File: src/rtl/mmio_data_mem_if.sv
// rtl/mmio_data_mem_if.sv - CPU data-port bus bundle for mmio_data_mem
// The CPU drives the master side; the memory subsystem is the slave.
interface mmio_data_mem_if #(
   parameter int unsigned ADDR_W = 8,
   parameter int unsigned DATA_W = 8
);
   logic [ADDR_W-1:0] ram_addr;
   logic [DATA_W-1:0] ram_d_in;
   logic [DATA_W-1:0] ram_d_out;
   logic              ram_rd_;
   logic              ram_wr_;

   modport master (
      output ram_addr, ram_d_in, ram_rd_, ram_wr_,
      input  ram_d_out
   );

   modport slave (
      input  ram_addr, ram_d_in, ram_rd_, ram_wr_,
      output ram_d_out
   );
endinterface

File: src/rtl/mmio_data_mem.sv
// rtl/mmio_data_mem.sv - data RAM plus GPIO/timer/UART-TX I/O page for minicpu
// Reads are combinational for the single-cycle CPU; writes commit on the rising edge.
module mmio_data_mem #(
   parameter int unsigned DATA_W   = 8,
   parameter int unsigned ADDR_W   = 8,
   parameter int unsigned IO_BASE  = 'hF0,
   parameter int unsigned BAUD_DIV = 16
) (
   input  logic            clk,
   input  logic            rst_,
   mmio_data_mem_if.slave  bus,
   input  logic [7:0]      gpio_in,
   output logic [7:0]      gpio_out,
   output logic            uart_tx,
   output logic            timer_irq
);
   localparam int unsigned BAUD_W = $clog2(BAUD_DIV);
   localparam logic [BAUD_W-1:0] BAUD_MAX = BAUD_W'(BAUD_DIV - 1);

   localparam logic [ADDR_W-1:0] IO_BASE_A      = ADDR_W'(IO_BASE);
   localparam logic [ADDR_W-1:0] OFF_GPIO_OUT   = ADDR_W'(0);
   localparam logic [ADDR_W-1:0] OFF_GPIO_IN    = ADDR_W'(1);
   localparam logic [ADDR_W-1:0] OFF_TMR_CNT    = ADDR_W'(2);
   localparam logic [ADDR_W-1:0] OFF_TMR_CTRL   = ADDR_W'(3);
   localparam logic [ADDR_W-1:0] OFF_TMR_RELOAD = ADDR_W'(4);
   localparam logic [ADDR_W-1:0] OFF_UART_DATA  = ADDR_W'(5);
   localparam logic [ADDR_W-1:0] OFF_UART_STAT  = ADDR_W'(6);

   typedef enum logic [1:0] {
      ST_IDLE,
      ST_START,
      ST_DATA,
      ST_STOP
   } uart_state_e;

   // ---------------- address decode ----------------
   logic              is_io;
   logic              wr_en;
   logic [ADDR_W-1:0] io_off;
   logic [7:0]        wdata;
   logic              wr_ram, wr_gpio, wr_cnt, wr_ctrl, wr_reload, wr_uart;

   assign is_io     = bus.ram_addr >= IO_BASE_A;
   assign io_off    = bus.ram_addr - IO_BASE_A;
   assign wr_en     = ~bus.ram_wr_;
   assign wdata     = bus.ram_d_in[7:0];
   assign wr_ram    = wr_en & ~is_io;
   assign wr_gpio   = wr_en & is_io & (io_off == OFF_GPIO_OUT);
   assign wr_cnt    = wr_en & is_io & (io_off == OFF_TMR_CNT);
   assign wr_ctrl   = wr_en & is_io & (io_off == OFF_TMR_CTRL);
   assign wr_reload = wr_en & is_io & (io_off == OFF_TMR_RELOAD);
   assign wr_uart   = wr_en & is_io & (io_off == OFF_UART_DATA);

   // ---------------- state ----------------
   logic [DATA_W-1:0] mem_q [IO_BASE];
   logic [7:0]        gpio_q, gpio_d;
   logic [7:0]        sync1_q, sync2_q;
   logic [7:0]        cnt_q, cnt_d;
   logic [7:0]        reload_q, reload_d;
   logic              en_q, en_d;
   logic              auto_q, auto_d;
   logic              flag_q, flag_d;
   logic              tmr_ovf;
   uart_state_e       state_q, state_d;
   logic [BAUD_W-1:0] baud_q, baud_d;
   logic [2:0]        bit_q, bit_d;
   logic [7:0]        data_q, data_d;
   logic              tx_q, tx_d;
   logic              baud_done;
   logic [DATA_W-1:0] rd_data;

   // RAM is deliberately left out of reset; only writes below IO_BASE reach it.
   always_ff @(posedge clk) begin
      if (rst_ && wr_ram) begin
         mem_q[bus.ram_addr] <= bus.ram_d_in;
      end
   end

   // ---------------- read mux ----------------
   always_comb begin
      rd_data = '0;
      if (!is_io) begin
         rd_data = mem_q[bus.ram_addr];
      end else begin
         case (io_off)
            OFF_GPIO_OUT:   rd_data = DATA_W'(gpio_q);
            OFF_GPIO_IN:    rd_data = DATA_W'(sync2_q);
            OFF_TMR_CNT:    rd_data = DATA_W'(cnt_q);
            OFF_TMR_CTRL:   rd_data = DATA_W'({5'b0, flag_q, auto_q, en_q});
            OFF_TMR_RELOAD: rd_data = DATA_W'(reload_q);
            OFF_UART_STAT:  rd_data = DATA_W'(state_q != ST_IDLE);
            default:        rd_data = '0;
         endcase
      end
   end

   assign bus.ram_d_out = bus.ram_rd_ ? '0 : rd_data;

   // ---------------- GPIO and timer next state ----------------
   always_comb begin
      gpio_d   = wr_gpio ? wdata : gpio_q;
      reload_d = wr_reload ? wdata : reload_q;
      cnt_d    = cnt_q;
      en_d     = en_q;
      auto_d   = auto_q;
      flag_d   = flag_q;
      // A CPU write to the count cancels an overflow in the same cycle.
      tmr_ovf  = en_q && (cnt_q == 8'hFF) && !wr_cnt;

      if (wr_cnt) begin
         cnt_d = wdata;
      end else if (tmr_ovf) begin
         cnt_d = auto_q ? reload_q : 8'hFF;
      end else if (en_q) begin
         cnt_d = cnt_q + 8'd1;
      end

      if (wr_ctrl) begin
         en_d   = wdata[0];
         auto_d = wdata[1];
      end else if (tmr_ovf && !auto_q) begin
         en_d = 1'b0;
      end

      if (tmr_ovf) begin
         flag_d = 1'b1;
      end else if (wr_ctrl && wdata[2]) begin
         flag_d = 1'b0;
      end
   end

   // ---------------- UART TX next state ----------------
   always_comb begin
      state_d   = state_q;
      baud_d    = baud_q;
      bit_d     = bit_q;
      data_d    = data_q;
      tx_d      = 1'b1;
      baud_done = (baud_q == BAUD_MAX);

      case (state_q)
         ST_IDLE: begin
            if (wr_uart) begin
               state_d = ST_START;
               data_d  = wdata;
               baud_d  = '0;
               bit_d   = '0;
            end
         end
         ST_START: begin
            if (baud_done) begin
               state_d = ST_DATA;
               baud_d  = '0;
            end else begin
               baud_d = baud_q + BAUD_W'(1);
            end
         end
         ST_DATA: begin
            if (baud_done) begin
               baud_d = '0;
               bit_d  = bit_q + 3'd1;
               if (bit_q == 3'd7) begin
                  state_d = ST_STOP;
               end
            end else begin
               baud_d = baud_q + BAUD_W'(1);
            end
         end
         ST_STOP: begin
            if (baud_done) begin
               state_d = ST_IDLE;
               baud_d  = '0;
            end else begin
               baud_d = baud_q + BAUD_W'(1);
            end
         end
         default: state_d = ST_IDLE;
      endcase

      // The line is registered from the next state so it switches on the same edge.
      case (state_d)
         ST_START: tx_d = 1'b0;
         ST_DATA:  tx_d = data_d[bit_d];
         default:  tx_d = 1'b1;
      endcase
   end

   // ---------------- registers ----------------
   always_ff @(posedge clk) begin
      if (!rst_) begin
         gpio_q   <= '0;
         sync1_q  <= '0;
         sync2_q  <= '0;
         cnt_q    <= '0;
         reload_q <= '0;
         en_q     <= 1'b0;
         auto_q   <= 1'b0;
         flag_q   <= 1'b0;
         state_q  <= ST_IDLE;
         baud_q   <= '0;
         bit_q    <= '0;
         data_q   <= '0;
         tx_q     <= 1'b1;
      end else begin
         gpio_q   <= gpio_d;
         sync1_q  <= gpio_in;
         sync2_q  <= sync1_q;
         cnt_q    <= cnt_d;
         reload_q <= reload_d;
         en_q     <= en_d;
         auto_q   <= auto_d;
         flag_q   <= flag_d;
         state_q  <= state_d;
         baud_q   <= baud_d;
         bit_q    <= bit_d;
         data_q   <= data_d;
         tx_q     <= tx_d;
      end
   end

   assign gpio_out  = gpio_q;
   assign uart_tx   = tx_q;
   assign timer_irq = flag_q;
endmodule

File: src/flat_wrapper.sv
// flat-port wrapper written by rule: the top's interface ports become plain ports
module mmio_data_mem_flat 
#(
   parameter int unsigned DATA_W   = 8,
   parameter int unsigned ADDR_W   = 8,
   parameter int unsigned IO_BASE  = 'hF0,
   parameter int unsigned BAUD_DIV = 16
)
  (clk, rst_, gpio_in, gpio_out, uart_tx, timer_irq, bus_ram_addr, bus_ram_d_in, bus_ram_rd_, bus_ram_wr_, bus_ram_d_out);
  mmio_data_mem_if #(.ADDR_W(ADDR_W), .DATA_W(DATA_W)) bus_i ();
  input  logic clk;
  input  logic rst_;
  input  logic [7:0] gpio_in;
  output logic [7:0] gpio_out;
  output logic uart_tx;
  output logic timer_irq;
  input wire logic [$bits(bus_i.ram_addr)-1:0] bus_ram_addr;
  input wire logic [$bits(bus_i.ram_d_in)-1:0] bus_ram_d_in;
  input wire logic [$bits(bus_i.ram_rd_)-1:0] bus_ram_rd_;
  input wire logic [$bits(bus_i.ram_wr_)-1:0] bus_ram_wr_;
  output wire logic [$bits(bus_i.ram_d_out)-1:0] bus_ram_d_out;
  assign bus_i.ram_addr = bus_ram_addr;
  assign bus_i.ram_d_in = bus_ram_d_in;
  assign bus_i.ram_rd_ = bus_ram_rd_;
  assign bus_i.ram_wr_ = bus_ram_wr_;
  assign bus_ram_d_out = bus_i.ram_d_out;
  mmio_data_mem #(.DATA_W(DATA_W), .ADDR_W(ADDR_W), .IO_BASE(IO_BASE), .BAUD_DIV(BAUD_DIV)) u_core (.clk(clk), .rst_(rst_), .bus(bus_i), .gpio_in(gpio_in), .gpio_out(gpio_out), .uart_tx(uart_tx), .timer_irq(timer_irq));
endmodule
File: config.mk
export PLATFORM = sky130hd
export DESIGN_NAME = mmio_data_mem_flat
export DESIGN_NICKNAME = d
export VERILOG_FILES = /design/src/rtl/mmio_data_mem_if.sv /design/src/rtl/mmio_data_mem.sv /design/src/flat_wrapper.sv
export SDC_FILE = /design/constraint.sdc
export NUM_CORES = 2
export LEC_CHECK = 0
export ABC_AREA = 1
export ABC_CLOCK_PERIOD_IN_PS = 7800
export CAP_MARGIN = 20
export CORE_ASPECT_RATIO = 1.75
export CORE_MARGIN = 1
export CORE_UTILIZATION = 23
export DETAILED_ROUTE_END_ITERATION = 12
export PLACE_DENSITY_LB_ADDON = 0.25
export SLEW_MARGIN = 30
export SYNTH_ARGS = -nofsm -noshare
export SYNTH_HDL_FRONTEND = slang
export SYNTH_SLANG_ARGS = --single-unit
export TNS_END_PERCENT = 20
File: constraint.sdc
create_clock -name clk -period 7.8 [get_ports clk]
set_input_delay 1.17 -clock clk [delete_from_list [all_inputs] [get_ports clk]]
set_output_delay 1.17 -clock clk [all_outputs]
set_load 0.05 [all_outputs]
Figure 1. M1 wires.
Bar = 100 um.
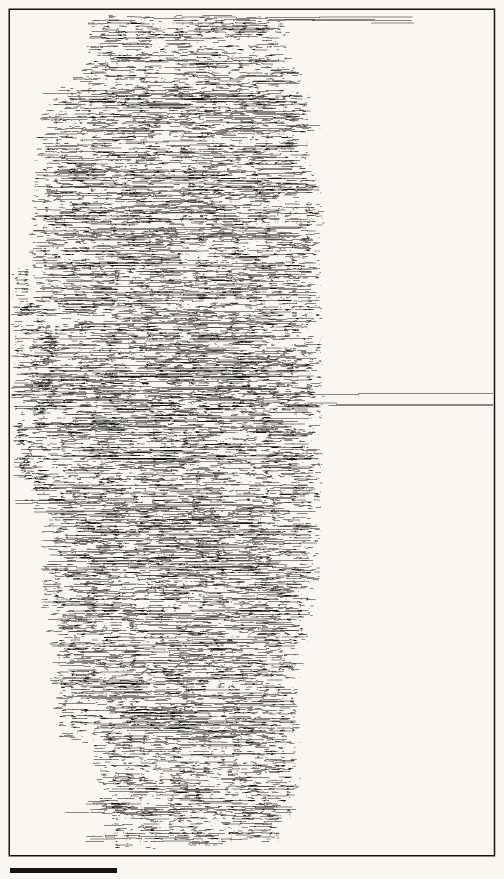
- longest straight run: 153 um
- share of all routed wire: 38%
- main direction: horizontal
- nets with wire on the layer: 7,187
- wire length on this layer: 103 mm
number of vias in the routed layout: 52,775
global routing usage on met1: 16.54%

==> flow_metrics.py <==
# Generated from Yosys and OpenROAD reports
metrics = {
    "routing": {
        "route.final.wire_length_um": 273500,
        "detailedRoute.firstPassIterationCount": 5,
        "antenna_violating_nets_post_route": 0,
    },
    "clock_tree": {
        "cts-root-buf": "sky130_fd_sc_hd__clkbuf_16",
        "cts.repair.resized": 0,
        "numCtsBuffers": 179,
        "clkTransAtPathRegs_ns": 0.06,
        "numClockSinks": 1981,
        "htree_levels": 4,
        "clock_insertion_delay_worst_skew_ns": 0.84,
    },
    "pwr": {
        "power_density_normalized_to_cell_area_nw_per_um2": 238.2,
    },
    "synth": {
        "post_synth_instance_area_um2": 80800,
        "yosysMostFrequentCell": "sky130_fd_sc_hd__nor2_1",
        "post_synth_fa_ha_maj_area_fraction_pct": 0.06194,
        "synthArstFlopShare_pct": 0,
        "synth_sequential_area_ratio_pct": 72.87,
        "post_synth_most_frequent_cells": "sky130_fd_sc_hd__nor2_1 (2,817), sky130_fd_sc_hd__edfxtp_1 (1,920), sky130_fd_sc_hd__nand2_1 (1,615)",
        "yosys-top-cells-area": "sky130_fd_sc_hd__edfxtp_1 (71%), sky130_fd_sc_hd__nor2_1 (13%), sky130_fd_sc_hd__nand2_1 (7.5%)",
        "compound_area_share_pct": 2.718,
        "simple_share_pct": 21.08,
        "post_synth_inst_count": 7501,
    },
    "sta": {
        "setup_viol": 0,
        "whs_ns": 0.4111,
        "rsz0062_at_grt": "no",
        "slew_violations": 0,
    },
    "die": {
        "io_pins": 46,
        "core_region_area_um2": 349400,
        "fp-utilization_pct": 23.12,
        "fp-row-count": 287,
    },
    "critical_path": {
        "timing.critical_path.fanout_max": 46,
        "cp_data_required_time_ns": 6.63,
        "worst_ep_arrival_time_ns": 5.52,
    },
    "layout": {
        "layout.nets": 7598,
        "fin_area_um2": 93180,
    },
    "hold_path": {
        "holdCritPathClass": "flip-flop to flip-flop",
    },
    "status": {
        "status": "finished, final reports clean",
    },
    "place": {
        "dpl.hpwl_um": 168300,
    },
    "global_routing": {
        "largest_net_degree_at_the_start_of_global_routing": 159,
    },
}
Figure 2. Signal wires on met2.
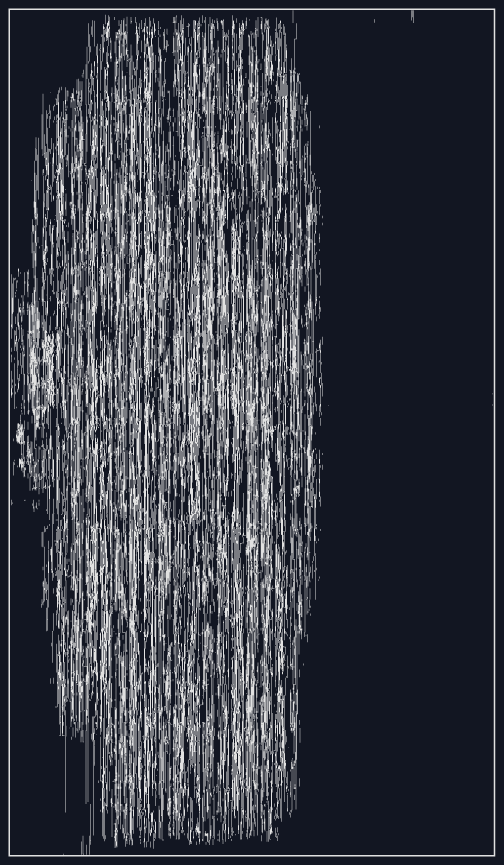
- nets with wire on the layer: 5,420
- wire length on this layer: 147 mm
- longest straight run: 207 um
- share of all routed wire: 54%

==> through the flow <==
| step | power, mW | setup WS, ns | cells | utilization (%) |
|---|---|---|---|---|
| floorplan | 12.54 | 3.312 | 7501 | - |
| global placement | 13.29 | 1.172 | 12009 | 25.01 |
| detailed placement | 13.29 | 1.188 | 12009 | 25.01 |
| CTS | 22.42 | 1.163 | 12320 | 26.67 |
| global route | 22.77 | 1.081 | 12321 | 26.67 |
| finish | 22.19 | 1.113 | 12323 | 26.67 |
==> logic make-up after synthesis <==
logic type,Yosys count
adders and majority gates,4
DFF,1981
xor gates and xnor gates,5
buffers and inverters,614
AOI/OAI and AO/OA,398
and+or+nand+nor,4499
==> critical path, cell delays in order <==
cell,delay (ns)
sky130_fd_sc_hd__buf_8,0.36
sky130_fd_sc_hd__inv_8,0.22
sky130_fd_sc_hd__nand2_8,0.39
sky130_fd_sc_hd__buf_12,0.33
sky130_fd_sc_hd__buf_4,0.28
sky130_fd_sc_hd__buf_4,0.16
sky130_fd_sc_hd__nor2_1,0.04
sky130_fd_sc_hd__nor2_1,0.17
sky130_fd_sc_hd__nand2_1,0.08
sky130_fd_sc_hd__nand2_1,0.06
sky130_fd_sc_hd__nand2_1,0.17
sky130_fd_sc_hd__o21ai_0,0.48
sky130_fd_sc_hd__nand3_1,0.38
sky130_fd_sc_hd__nor2_1,0.21
sky130_fd_sc_hd__buf_4,0.14
sky130_fd_sc_hd__nand3_1,0.19
sky130_fd_sc_hd__a21oi_1,0.34
sky130_fd_sc_hd__buf_12,0.18
==> power breakdown <==
group,switching [mW],total (mW),internal [mW]
Clock,4.08,9.16,5.08
Sequential,0.00416,11.7,11.7
Combinational,1.05,1.36,0.306
==> sequential cells by signal, summed over array words and instances, names as in the netlist, 2 cells and up <==
register         count
u_core.gpio_out      8
u_core.state_q       2
u_core.mem_q      1920
u_core.bit_q         3
u_core.sync2_q       8
u_core.sync1_q       8
u_core.cnt_q         8
u_core.data_q        8
u_core.reload_q      8
u_core.baud_q        4
==> area by class of cell <==
cell class / instances / area, um2
fillers: 36492 / 256200
flip-flops and latches: 1981 / 58880
multi-input cells: 4906 / 19410
well taps: 4624 / 5786
clock buffers: 214 / 4696
repair buffers: 222 / 2252
clock inverters: 97 / 1087
inverters: 276 / 1066
diodes: 3 / 7.507
==> path summary, 6_finish.rpt <==
kind / endpoint / slack (ns) / depth (start not counted)
setup reg to reg: u_core.cnt_q[7]$_SDFFE_PN0P_ / 5.41 / 9
setup / recovery: bus_ram_d_out[5] / 1.11 / 18
hold reg to reg: u_core.sync2_q[5]$_SDFF_PN0_ / 0.41 / 2
hold / removal: u_core.sync2_q[5]$_SDFF_PN0_ / 0.41 / 2
==> routing by layer <==
layer	vias to the layer above	part of all wire, %	global-route usage (%)
li1	24744	-	-
met1	26300	38	16.54
met2	1300	54	28.81
met3	427	3.8	1.305
met4	4	5.0	7.027
met5	-	0.0095	0
Power and IR drop assume default switching activity.
